File: src/rtl/sb_pkg.sv
// Shared definitions for the scoreboard issue stage.
//   - op_e          : opcode encoding of decoded instructions
//   - FU_*          : functional-unit indices
//   - instr_bits()  : packed {op, fi, fj, fk} width for a register-index width
//   - op_to_fu()    : fixed opcode -> functional-unit map
package sb_pkg;

  localparam int unsigned OP_BITS      = 3;
  localparam int unsigned SB_REG_BITS  = 5;
  localparam int unsigned INSTR_BITS   = OP_BITS + 3 * SB_REG_BITS;

  typedef enum logic [2:0] {
    OP_ADD   = 3'd0,
    OP_SUB   = 3'd1,
    OP_MUL   = 3'd2,
    OP_DIV   = 3'd3,
    OP_LD    = 3'd4,
    OP_ST    = 3'd5,
    OP_LOGIC = 3'd6,
    OP_RSVD  = 3'd7
  } op_e;

  localparam logic [1:0] FU_INT = 2'd0;
  localparam logic [1:0] FU_MUL = 2'd1;
  localparam logic [1:0] FU_DIV = 2'd2;
  localparam logic [1:0] FU_MEM = 2'd3;

  function automatic int unsigned instr_bits(input int unsigned reg_bits);
    return OP_BITS + 3 * reg_bits;
  endfunction

  // Unlisted opcodes (op 7) fall back to the integer unit.
  function automatic logic [1:0] op_to_fu(input logic [2:0] op);
    logic [1:0] fu;
    case (op)
      OP_MUL:        fu = FU_MUL;
      OP_DIV:        fu = FU_DIV;
      OP_LD, OP_ST:  fu = FU_MEM;
      default:       fu = FU_INT;
    endcase
    return fu;
  endfunction

endpackage

File: src/rtl/sb_instr_fifo.sv
// Circular instruction buffer with occupancy counter and synchronous flush.
// Ports:
//   clk, rst_n   clock, asynchronous active-low reset
//   flush_i      discard all entries at the next edge (a same-cycle push is dropped)
//   push_i       write wdata_i (ignored when full)
//   pop_i        advance the head (ignored when empty)
//   wdata_i      entry to write
//   rdata_o      head entry (no bypass: a push shows up one cycle later)
//   count_o      current occupancy
//   full_o       count == DEPTH
//   empty_o      count == 0
module sb_instr_fifo #(
  parameter int unsigned WIDTH = 18,
  parameter int unsigned DEPTH = 4
) (
  input  logic                       clk,
  input  logic                       rst_n,
  input  logic                       flush_i,
  input  logic                       push_i,
  input  logic                       pop_i,
  input  logic [WIDTH-1:0]           wdata_i,
  output logic [WIDTH-1:0]           rdata_o,
  output logic [$clog2(DEPTH):0]     count_o,
  output logic                       full_o,
  output logic                       empty_o
);

  localparam int unsigned PTR_W = $clog2(DEPTH);

  logic [WIDTH-1:0] mem_q [DEPTH];
  logic [PTR_W-1:0] wr_q, rd_q;
  logic [PTR_W:0]   count_q;
  logic             push_ok, pop_ok;

  assign full_o  = (count_q == (PTR_W+1)'(DEPTH));
  assign empty_o = (count_q == '0);
  assign push_ok = push_i && !full_o;
  assign pop_ok  = pop_i && !empty_o;
  assign rdata_o = mem_q[rd_q];
  assign count_o = count_q;

  // Storage is reset too so the head fields read as zero while in reset.
  always_ff @(posedge clk or negedge rst_n) begin
    if (!rst_n) begin
      wr_q    <= '0;
      rd_q    <= '0;
      count_q <= '0;
      for (int unsigned i = 0; i < DEPTH; i++) mem_q[i] <= '0;
    end else if (flush_i) begin
      wr_q    <= '0;
      rd_q    <= '0;
      count_q <= '0;
    end else begin
      if (push_ok) begin
        mem_q[wr_q] <= wdata_i;
        wr_q        <= wr_q + 1'b1;
      end
      if (pop_ok) rd_q <= rd_q + 1'b1;
      case ({push_ok, pop_ok})
        2'b10:   count_q <= count_q + 1'b1;
        2'b01:   count_q <= count_q - 1'b1;
        default: count_q <= count_q;
      endcase
    end
  end

endmodule

File: src/rtl/sb_issue_unit.sv
// In-order issue stage of the scoreboard. Buffers decoded instructions and
// grants the FIFO head when its FU is free and its destination has no pending
// writer (WAW). Grant and issue fields are captured by the FU status table on
// the same edge.
// Ports:
//   clk, rst_n                    clock, asynchronous active-low reset
//   in_valid/in_ready             decoded instruction handshake (in_ready = !full)
//   in_op/in_fi/in_fj/in_fk       opcode, destination, sources
//   flush                         synchronous discard of buffered instructions
//   fu_busy                       busy vector from the status table
//   reg_result_fu                 one-hot producing FU per register
//   issue_grant                   head issues this cycle
//   issue_fu/op/fi/fj/fk          head instruction and its target FU
//   stall_struct/stall_waw        head blocked by busy FU / pending destination
//   struct_cnt/waw_cnt            saturating stall-cycle counters
//   fifo_count                    buffer occupancy
module sb_issue_unit
  import sb_pkg::*;
#(
  parameter int unsigned NUM_FUS    = 4,
  parameter int unsigned NUM_REGS   = 32,
  parameter int unsigned REG_BITS   = 5,
  parameter int unsigned FU_BITS    = 2,
  parameter int unsigned FIFO_DEPTH = 4,
  parameter int unsigned CNT_BITS   = 16
) (
  input  logic                          clk,
  input  logic                          rst_n,
  input  logic                          in_valid,
  output logic                          in_ready,
  input  logic [2:0]                    in_op,
  input  logic [REG_BITS-1:0]           in_fi,
  input  logic [REG_BITS-1:0]           in_fj,
  input  logic [REG_BITS-1:0]           in_fk,
  input  logic                          flush,
  input  logic [NUM_FUS-1:0]            fu_busy,
  input  logic [NUM_REGS*NUM_FUS-1:0]   reg_result_fu,
  output logic                          issue_grant,
  output logic [FU_BITS-1:0]            issue_fu,
  output logic [2:0]                    issue_op,
  output logic [REG_BITS-1:0]           issue_fi,
  output logic [REG_BITS-1:0]           issue_fj,
  output logic [REG_BITS-1:0]           issue_fk,
  output logic                          stall_struct,
  output logic                          stall_waw,
  output logic [CNT_BITS-1:0]           struct_cnt,
  output logic [CNT_BITS-1:0]           waw_cnt,
  output logic [$clog2(FIFO_DEPTH):0]   fifo_count
);

  localparam int unsigned INSTR_W = instr_bits(REG_BITS);

  logic [INSTR_W-1:0]  head;
  logic                full, empty, head_valid;
  logic                struct_hz, waw_hz;
  logic [CNT_BITS-1:0] struct_cnt_q, struct_cnt_d;
  logic [CNT_BITS-1:0] waw_cnt_q, waw_cnt_d;

  sb_instr_fifo #(
    .WIDTH (INSTR_W),
    .DEPTH (FIFO_DEPTH)
  ) u_fifo (
    .clk     (clk),
    .rst_n   (rst_n),
    .flush_i (flush),
    .push_i  (in_valid),
    .pop_i   (issue_grant),
    .wdata_i ({in_op, in_fi, in_fj, in_fk}),
    .rdata_o (head),
    .count_o (fifo_count),
    .full_o  (full),
    .empty_o (empty)
  );

  assign in_ready   = !full;
  assign head_valid = !empty;

  assign {issue_op, issue_fi, issue_fj, issue_fk} = head;
  assign issue_fu = FU_BITS'(op_to_fu(issue_op));

  assign struct_hz = fu_busy[issue_fu];
  // r0 is hardwired zero and never creates a WAW dependency.
  assign waw_hz    = (issue_fi != '0) && (reg_result_fu[issue_fi*NUM_FUS +: NUM_FUS] != '0);

  assign issue_grant  = head_valid && !struct_hz && !waw_hz && !flush;
  assign stall_struct = head_valid &&  struct_hz && !flush;
  assign stall_waw    = head_valid && !struct_hz && waw_hz && !flush;

  always_comb begin
    struct_cnt_d = struct_cnt_q;
    waw_cnt_d    = waw_cnt_q;
    if (stall_struct && (struct_cnt_q != '1)) struct_cnt_d = struct_cnt_q + 1'b1;
    if (stall_waw && (waw_cnt_q != '1))       waw_cnt_d    = waw_cnt_q + 1'b1;
  end

  always_ff @(posedge clk or negedge rst_n) begin
    if (!rst_n) begin
      struct_cnt_q <= '0;
      waw_cnt_q    <= '0;
    end else begin
      struct_cnt_q <= struct_cnt_d;
      waw_cnt_q    <= waw_cnt_d;
    end
  end

  assign struct_cnt = struct_cnt_q;
  assign waw_cnt    = waw_cnt_q;

endmodule

File: config.mk
export PLATFORM = sky130hd
export DESIGN_NAME = sb_issue_unit
export DESIGN_NICKNAME = d
export VERILOG_FILES = /design/src/rtl/sb_pkg.sv /design/src/rtl/sb_instr_fifo.sv /design/src/rtl/sb_issue_unit.sv
export SDC_FILE = /design/constraint.sdc
export NUM_CORES = 1
export LEC_CHECK = 0
export ABC_AREA = 0
export CAP_MARGIN = 20
export CORE_MARGIN = 2
export CORE_UTILIZATION = 48
export CTS_CLUSTER_SIZE = 10
export DETAILED_ROUTE_END_ITERATION = 7
export MAX_ROUTING_LAYER = met4
export PLACE_DENSITY = 0.92
export SYNTH_ARGS = -nofsm -noshare
export SYNTH_HDL_FRONTEND = slang
export SYNTH_SLANG_ARGS = --single-unit
File: constraint.sdc
create_clock -name clk -period 4.7 [get_ports clk]
set_input_delay 0.94 -clock clk [delete_from_list [all_inputs] [get_ports clk]]
set_output_delay 0.94 -clock clk [all_outputs]
set_load 0.03 [all_outputs]
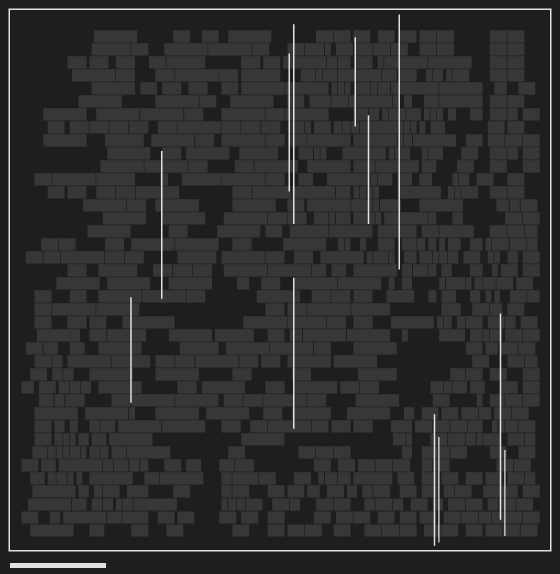
(signal wires on met4)
Bar = 20 um.
wire length on this layer = 357 um
share of all routed wire = 2.3%

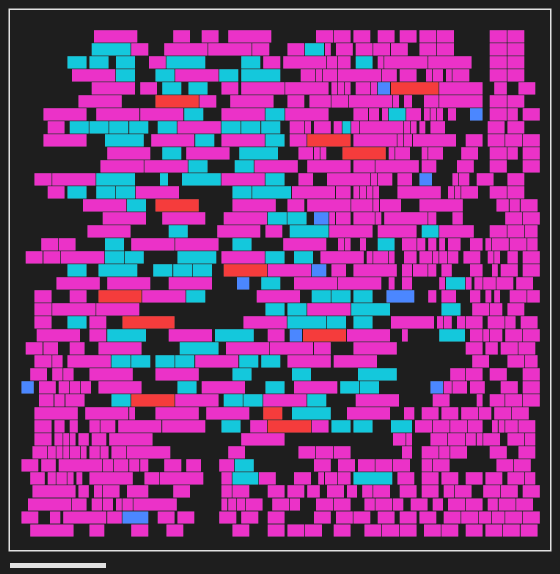
(drive-strength map)
Bar = 20 um.
cyan -> drive 2  # cells 104, share 15%
magenta -> drive 1 or less  # cells 546, share 81%
red -> drive 6 and up  # cells 12, share 1.8%
blue -> drive 3 to 4  # cells 11, share 1.6%
number of buffers other than clock buffers in the final layout: 217
Final WS setup: 315 ps
area added between synthesis and finish: 44.9%
Layout Cell Area excl Fill: 0.00826 mm2

==> Flow_metrics.wiki <==
== Metrics ==
{| class="wikitable"
! Metric !! Value
|-
| Power Combinational || 2170 uW
|-
| Met3 Use GR || 0.0471
|-
| Slew margin rel. || 0.330
|-
| Syn Inst Count || 459
|-
| Routed length on met3 || 993 um
|-
| # Post-CTS Setup Buffers || 0
|-
| Power group with the highest consumption || combinational logic
|-
| Violated checks || DRC
|-
| Fraction of final layout cells sized beyond drive strength 1 || 0.189
|-
| Share of total power in the clock network || 0.173
|-
| Adder-cell share of the synthesized area || 0.0167
|-
| Max VDD drop || 0.000391 V
|-
| Number of remaining DRC errors || 20
|-
| Crit path capture type || primary output
|-
| Critical path launch point type || flip-flop
|-
| Placed Cells incl. Taps || 799
|-
| Multiplexer share || 0.231
|-
| Critical-path maximum fanout || 14
|-
| Routed wire length on met2 || 8360 um
|-
| Post-CTS resize count || 0
|-
| Standard-cell rows || 39
|-
| Critical Path Slowest Stage Cell || clkdlybuf4s50_1
|-
| Async set-reset flop share out of synthesis || 1.00
|-
| Outcome || finished, violations left
|-
| Critical path launch point || u_fifo.rd_q[0]
|-
| Combinational Power Share || 0.492
|-
| Number of hold-repair buffers added at the cts stage || 0
|-
| Worst hold path type || primary input to async pin
|-
| Number of library cell types mapped by synthesis || 48
|-
| Initial Utilization || 0.495
|-
| Count of pins on the block boundary || 213
|-
| Clk Tree Root Cell || clkbuf_16
|-
| Hold WS || 429 ps
|-
| Area share of and-or/or-and cells after synthesis || 0.0505
|-
| Total die size || 0.0128 mm2
|-
| Core region area || 0.0115 mm2
|-
| Met2 GRT Util || 0.461
|-
| H-Tree Level Count || 3
|-
| Post-Syn Area || 0.00570 mm2
|-
| Net count entering floorplan || 620
|-
| Sequential fraction of design power || 0.336
|-
| Horiz. Die Dim || 113 um
|-
| Data arrival time of the critical path || 3440 ps
|}
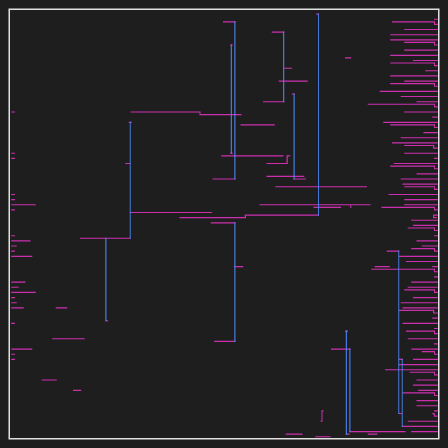
(signal wires by layer)
Only two layers are drawn.
magenta -> met3  # wire length 993 um
blue -> met4  # wire length 357 um
overall global routing resource usage: 0.258
routed wirelength normalized by instance count: 19.3 um

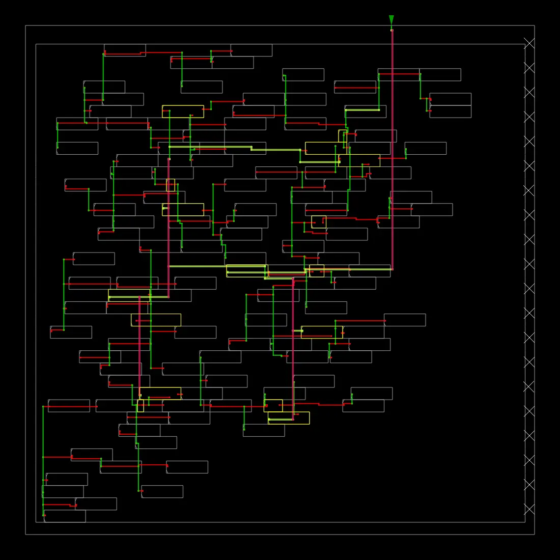
(the clock network)
number of clock sinks: 111
Clk Latency, worst-skew pair: 350 ps
Final Skew: 12.3 ps

[synth_stat cells (all sizes together), types with 2 or more instances]
cell | count | area [um2]
nand2 | 34 | 128
mux4 | 19 | 428
o221a | 2 | 22.5
o2111ai | 4 | 35.0
nand3 | 12 | 60.1
ha | 6 | 75.1
o221ai | 3 | 38.8
a21oi | 4 | 31.3
dfrtp | 111 | 2780
nand2b | 2 | 12.5
xor2 | 12 | 105
o211ai | 8 | 60.1
xnor2 | 21 | 184
mux2i | 3 | 30.0
nor4 | 22 | 138
clkbuf | 10 | 37.5
o21ai | 4 | 20.0
nor3 | 8 | 55.1
nand4 | 13 | 81.3
or4 | 12 | 90.1
nor2 | 22 | 82.6
and3 | 8 | 50.1
o31ai | 3 | 22.5
inv | 12 | 45.0
mux2 | 76 | 860
buf | 9 | 52.5
and2 | 5 | 31.3
[cell type report]
class / count / area share
inverters: 12 / 0.00546
well taps: 143 / 0.0217
clock inverters: 6 / 0.00834
multi-input cells: 317 / 0.337
flip-flops and latches: 111 / 0.336
clock buffers: 10 / 0.0277
repair buffers: 217 / 0.263
[per-stage QoR]
step | setup slack, ps | power (uW)
after global routing | 100 | 4670
after floorplan | 503 | 2890
after detailed placement | 457 | 3680
final | 315 | 4420
after CTS | 274 | 4450
after global placement | 485 | 3590
[critical path: cells and delay by family (launching register included)]
| kind | cells | cell delay [ps] |
|---|---|---|
| AND-OR/OR-AND | 1 | 200 |
| multiplexers | 1 | 640 |
| XOR/XNOR | 1 | 220 |
| flip-flops | 1 | 580 |
| buffers and inverters | 2 | 1120 |
| AND/OR/NAND/NOR | 1 | 350 |
[state kept, by name, indices dropped and copies added (netlist names)]
register        flops
u_fifo.wr_q         2
struct_cnt         16
u_fifo.mem_q       72
waw_cnt            16
u_fifo.count_o      3
u_fifo.rd_q         2
Power is estimated from default activity; no workload was simulated.
